==> src/rtl/branch_sequencer.sv <==
// Branch resolution sequencer for KGP-RISC.
// Holds the carry/zero/sign flags, decides taken/not-taken for one branch
// request at a time, redirects the PC and sequences the post-redirect flush.
module branch_sequencer #(
    parameter int unsigned ADDR_W       = 32,
    parameter int unsigned FLUSH_CYCLES = 2,
    parameter int unsigned CNT_W        = 16
) (
    input  logic              clk,
    input  logic              rst,
    input  logic              flag_we,
    input  logic              carry,
    input  logic              zero,
    input  logic              sign,
    input  logic              br_valid,
    output logic              br_ready,
    input  logic              branch,
    input  logic              branchType,
    input  logic [1:0]        flag,
    input  logic              brNotEq,
    input  logic [ADDR_W-1:0] br_target,
    output logic              br_done,
    output logic              br_taken,
    output logic              pc_load,
    output logic [ADDR_W-1:0] pc_target,
    output logic              flush,
    output logic [CNT_W-1:0]  taken_cnt
);

    localparam int unsigned FC_W = 4;

    typedef enum logic [1:0] {
        S_IDLE   = 2'd0,
        S_DECIDE = 2'd1,
        S_FLUSH  = 2'd2
    } state_t;

    state_t              r_state;
    logic                r_carry;
    logic                r_zero;
    logic                r_sign;
    logic                r_br_ready;
    logic                r_br_done;
    logic                r_br_taken;
    logic                r_pc_load;
    logic [ADDR_W-1:0]   r_pc_target;
    logic                r_flush;
    logic [FC_W-1:0]     r_fcnt;
    logic [CNT_W-1:0]    r_taken_cnt;

    state_t              w_state_nxt;
    logic                w_br_ready_nxt;
    logic                w_br_done_nxt;
    logic                w_br_taken_nxt;
    logic                w_pc_load_nxt;
    logic [ADDR_W-1:0]   w_pc_target_nxt;
    logic                w_flush_nxt;
    logic [FC_W-1:0]     w_fcnt_nxt;
    logic [CNT_W-1:0]    w_taken_cnt_nxt;

    logic                w_accept;
    logic                w_c;
    logic                w_z;
    logic                w_s;
    logic                w_sel;
    logic                w_taken;

    // Architectural flag registers, loaded whenever the ALU result is valid
    always_ff @(posedge clk) begin
        if (rst) begin
            r_carry <= 1'b0;
            r_zero  <= 1'b0;
            r_sign  <= 1'b0;
        end else if (flag_we) begin
            r_carry <= carry;
            r_zero  <= zero;
            r_sign  <= sign;
        end
    end

    // Branch condition: a same-cycle flag update is forwarded ahead of the regs
    always_comb begin
        w_accept = br_valid & r_br_ready;
        w_c      = flag_we ? carry : r_carry;
        w_z      = flag_we ? zero  : r_zero;
        w_s      = flag_we ? sign  : r_sign;
        case (flag)
            2'b00:   w_sel = w_c;
            2'b01:   w_sel = w_z;
            2'b10:   w_sel = w_s;
            default: w_sel = 1'b0;
        endcase
        w_taken = branch & (~branchType | (w_sel ^ brNotEq));
    end

    // Next-state and next-output logic
    always_comb begin
        w_state_nxt     = r_state;
        w_br_done_nxt   = 1'b0;
        w_br_taken_nxt  = 1'b0;
        w_pc_load_nxt   = 1'b0;
        w_pc_target_nxt = r_pc_target;
        w_flush_nxt     = 1'b0;
        w_fcnt_nxt      = r_fcnt;
        w_taken_cnt_nxt = r_taken_cnt;

        case (r_state)
            S_IDLE: begin
                if (w_accept) begin
                    w_br_done_nxt  = 1'b1;
                    w_br_taken_nxt = w_taken;
                    if (w_taken) begin
                        w_pc_load_nxt   = 1'b1;
                        w_pc_target_nxt = br_target;
                        w_taken_cnt_nxt = (&r_taken_cnt) ? r_taken_cnt
                                                         : r_taken_cnt + CNT_W'(1);
                        w_state_nxt     = S_DECIDE;
                    end
                end
            end
            S_DECIDE: begin
                // Only taken decisions park here; the flush window starts next
                w_flush_nxt = 1'b1;
                w_fcnt_nxt  = FC_W'(FLUSH_CYCLES - 1);
                w_state_nxt = S_FLUSH;
            end
            S_FLUSH: begin
                if (r_fcnt == '0) begin
                    w_state_nxt = S_IDLE;
                end else begin
                    w_fcnt_nxt  = r_fcnt - FC_W'(1);
                    w_flush_nxt = 1'b1;
                end
            end
            default: begin
                w_state_nxt = S_IDLE;
            end
        endcase

        w_br_ready_nxt = (w_state_nxt == S_IDLE);
    end

    // State and output registers
    always_ff @(posedge clk) begin
        if (rst) begin
            r_state     <= S_IDLE;
            r_br_ready  <= 1'b1;
            r_br_done   <= 1'b0;
            r_br_taken  <= 1'b0;
            r_pc_load   <= 1'b0;
            r_pc_target <= '0;
            r_flush     <= 1'b0;
            r_fcnt      <= '0;
            r_taken_cnt <= '0;
        end else begin
            r_state     <= w_state_nxt;
            r_br_ready  <= w_br_ready_nxt;
            r_br_done   <= w_br_done_nxt;
            r_br_taken  <= w_br_taken_nxt;
            r_pc_load   <= w_pc_load_nxt;
            r_pc_target <= w_pc_target_nxt;
            r_flush     <= w_flush_nxt;
            r_fcnt      <= w_fcnt_nxt;
            r_taken_cnt <= w_taken_cnt_nxt;
        end
    end

    assign br_ready  = r_br_ready;
    assign br_done   = r_br_done;
    assign br_taken  = r_br_taken;
    assign pc_load   = r_pc_load;
    assign pc_target = r_pc_target;
    assign flush     = r_flush;
    assign taken_cnt = r_taken_cnt;

endmodule
==> config.mk <==
export PLATFORM = sky130hd
export DESIGN_NAME = branch_sequencer
export DESIGN_NICKNAME = d
export VERILOG_FILES = /design/src/rtl/branch_sequencer.sv
export SDC_FILE = /design/constraint.sdc
export NUM_CORES = 1
export LEC_CHECK = 0
export ABC_CLOCK_PERIOD_IN_PS = 2600
export CAP_MARGIN = 5
export CORE_ASPECT_RATIO = 1.5
export CORE_MARGIN = 1
export CORE_UTILIZATION = 44
export CTS_BUF_LIST = sky130_fd_sc_hd__clkbuf_8 sky130_fd_sc_hd__clkbuf_16
export DETAILED_ROUTE_END_ITERATION = 12
export PLACE_DENSITY = 0.77
export SETUP_SLACK_MARGIN = 0.02
export SYNTH_ARGS = -nofsm -noshare
export SYNTH_HDL_FRONTEND = slang
export SYNTH_SLANG_ARGS = --single-unit
==> constraint.sdc <==
create_clock -name clk -period 2.6 [get_ports clk]
set_input_delay 0.52 -clock clk [delete_from_list [all_inputs] [get_ports clk]]
set_output_delay 0.52 -clock clk [all_outputs]
set_load 0.02 [all_outputs]
==> images/final_clocks.png <==
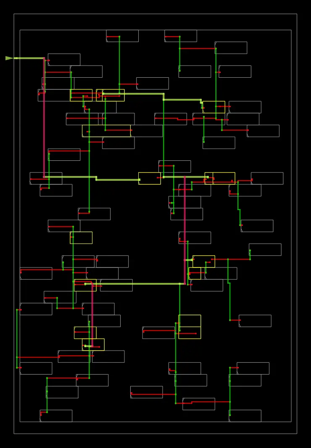
sink count of the clock tree: 61
clock buffers created by TritonCTS: 9
clock latency on the worst-skew pair: 320 ps
sequential cells: 61
clock network power: 0.862 mW

==> images/metal_stack.png <==
Bar = 20 um. Two of the layers only.
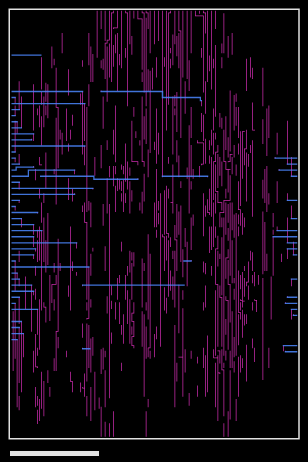
magenta -> met2  # wire length 3180 um
blue -> met3  # wire length 350 um
total wirelength of the detailed-routed design: 6.117 mm
routed via count: 2357
Total Routing Usage GR: 20.67%
average routed wire per standard cell: 13.36 um

==> images/registers.png <==
Bar = 20 um. Other sequential cells in the stronger gray, the rest of the logic in the fainter gray.
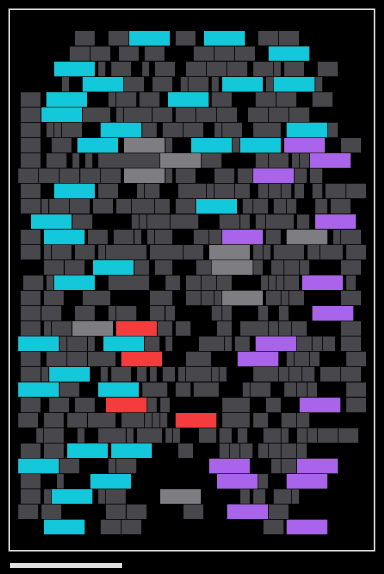
cyan -> `pc_target`  # flops 32
red -> `r_fcnt`  # flops 4
purple -> `taken_cnt`  # flops 16

==> flow_summary.toml <==
# yosys + openroad results
[die]
placeableCoreArea_um2 = 5574

[cells_and_area]
layout.area.seq_um2 = 1221
final_cell_count_no_fill = 458

[setup_path]
arrival_time_reported_for_the_critical_path_endpoint_ps = 2740
critPathMaxFanout = 9
crit_type = "in -> reg"
crit_path_max_delay_cell_type = "sky130_fd_sc_hd__clkdlybuf4s50_1"
path_cells = "clkdlybuf4s50_1, mux2i_2, mux2_2, o221a_1, nand3_2, buf_4, or3_1, a21oi_1"
path_buffers = 2

[worst_hold_path]
hold_path.class = "reg -> reg"

[place]
placement.cell_area_um2 = 3714
placement.io_buffers = 96
dp_hpwl_mm = 4.550

[cts]
clkTransAtPathRegs_ps = 70
post-cts-setup-buffer-count = 1
htree_levels = 3
hold_buffers = 0

[job]
tool_warnings = 30

[routing]
antenna_violating_nets_post_route = 0
route.detailed.vias_per_inst = 5.146
initialDrtViolationCount = 109

[logic_synthesis]
most_common_cell_in_the_netlist = "sky130_fd_sc_hd__dfxtp_1"
post_synth_main_logic_family = "simple AND/OR/NAND/NOR gates"
synth_nets = 322
post-synth-top-area-fraction_pct = 46.95
postSynthAreaPerCell_um2 = 9.599
yosysSeqAreaShare_pct = 46.95
ys_sh_aoi_pct = 10.10

[grt]
pin_count_of_the_biggest_net_entering_global_routing = 26
grt_pass1_vias = 2260

[final_timing]
worst-slew-pin-transition_ps = 417.8
finalSetupViolCount = 0
finalHoldViolations = 0
report.final.slew_viol_count = 0
fin_worst_skew_ps = 3.999

[run_status]
outcome = "completed"
[power breakdown]
group | total [mW] | internal, mW | leakage [nW] | switching, mW
sequential | 1.01 | 0.982 | 0.495 | 0.0308
combinational | 0.418 | 0.228 | 1.03 | 0.190
clock | 0.862 | 0.516 | 0.110 | 0.346
total | 2.29 | 1.73 | 1.64 | 0.567
[layout by cell type (no fill, tap or decap), drive strengths merged, types with 4 or more instances in the layout]
| cell type | count |
|---|---|
| mux2 | 4 |
| nand3 | 11 |
| or3 | 8 |
| nand3b | 4 |
| mux2i | 36 |
| nand4 | 5 |
| clkbuf | 12 |
| ha | 7 |
| buf | 20 |
| nor2 | 49 |
| a21oi | 14 |
| nand2 | 8 |
| o21ai | 10 |
| clkdlybuf4s50 | 95 |
| dfxtp | 61 |
| inv | 7 |
[metrics by stage]
stage               setup slack (ps)  util (%)
global placement              -227.5     66.62
global route                   29.33     70.62
CTS                            106.9     70.55
floorplan                      483.5         -
finish                         120.0     70.62
detailed placement            -346.2     66.62
[metal layers]
layer / vias to the layer above / track usage [%] / share of wire (%) / wire length, um
met4: 0 / 8.333 / 1.1 / 65
met2: 69 / 36.72 / 52 / 3175
met3: 7 / 7.109 / 5.7 / 350
li1: 1176 / - / - / -
met1: 1105 / 22.08 / 41 / 2525
met5: - / 0 / 0 / 0
[cell type report]
type / instances / share of cell area [%]
sequential: 61 / 31.02
inverter: 6 / 0.5722
clock inverter: 4 / 1.176
multi-input combinational: 190 / 32.26
timing repair buffer: 115 / 28.54
clock buffer: 12 / 4.196
tap: 70 / 2.225
[path summary, 6_finish.rpt]
kind                   end  slack, ps  cells past startpoint
max           taken_cnt[4]        120                      8
min              r_fcnt[3]        480                      1
max reg2reg  taken_cnt[13]        510                      6
min reg2reg      r_fcnt[3]        480                      1
Power and IR drop assume default switching activity.
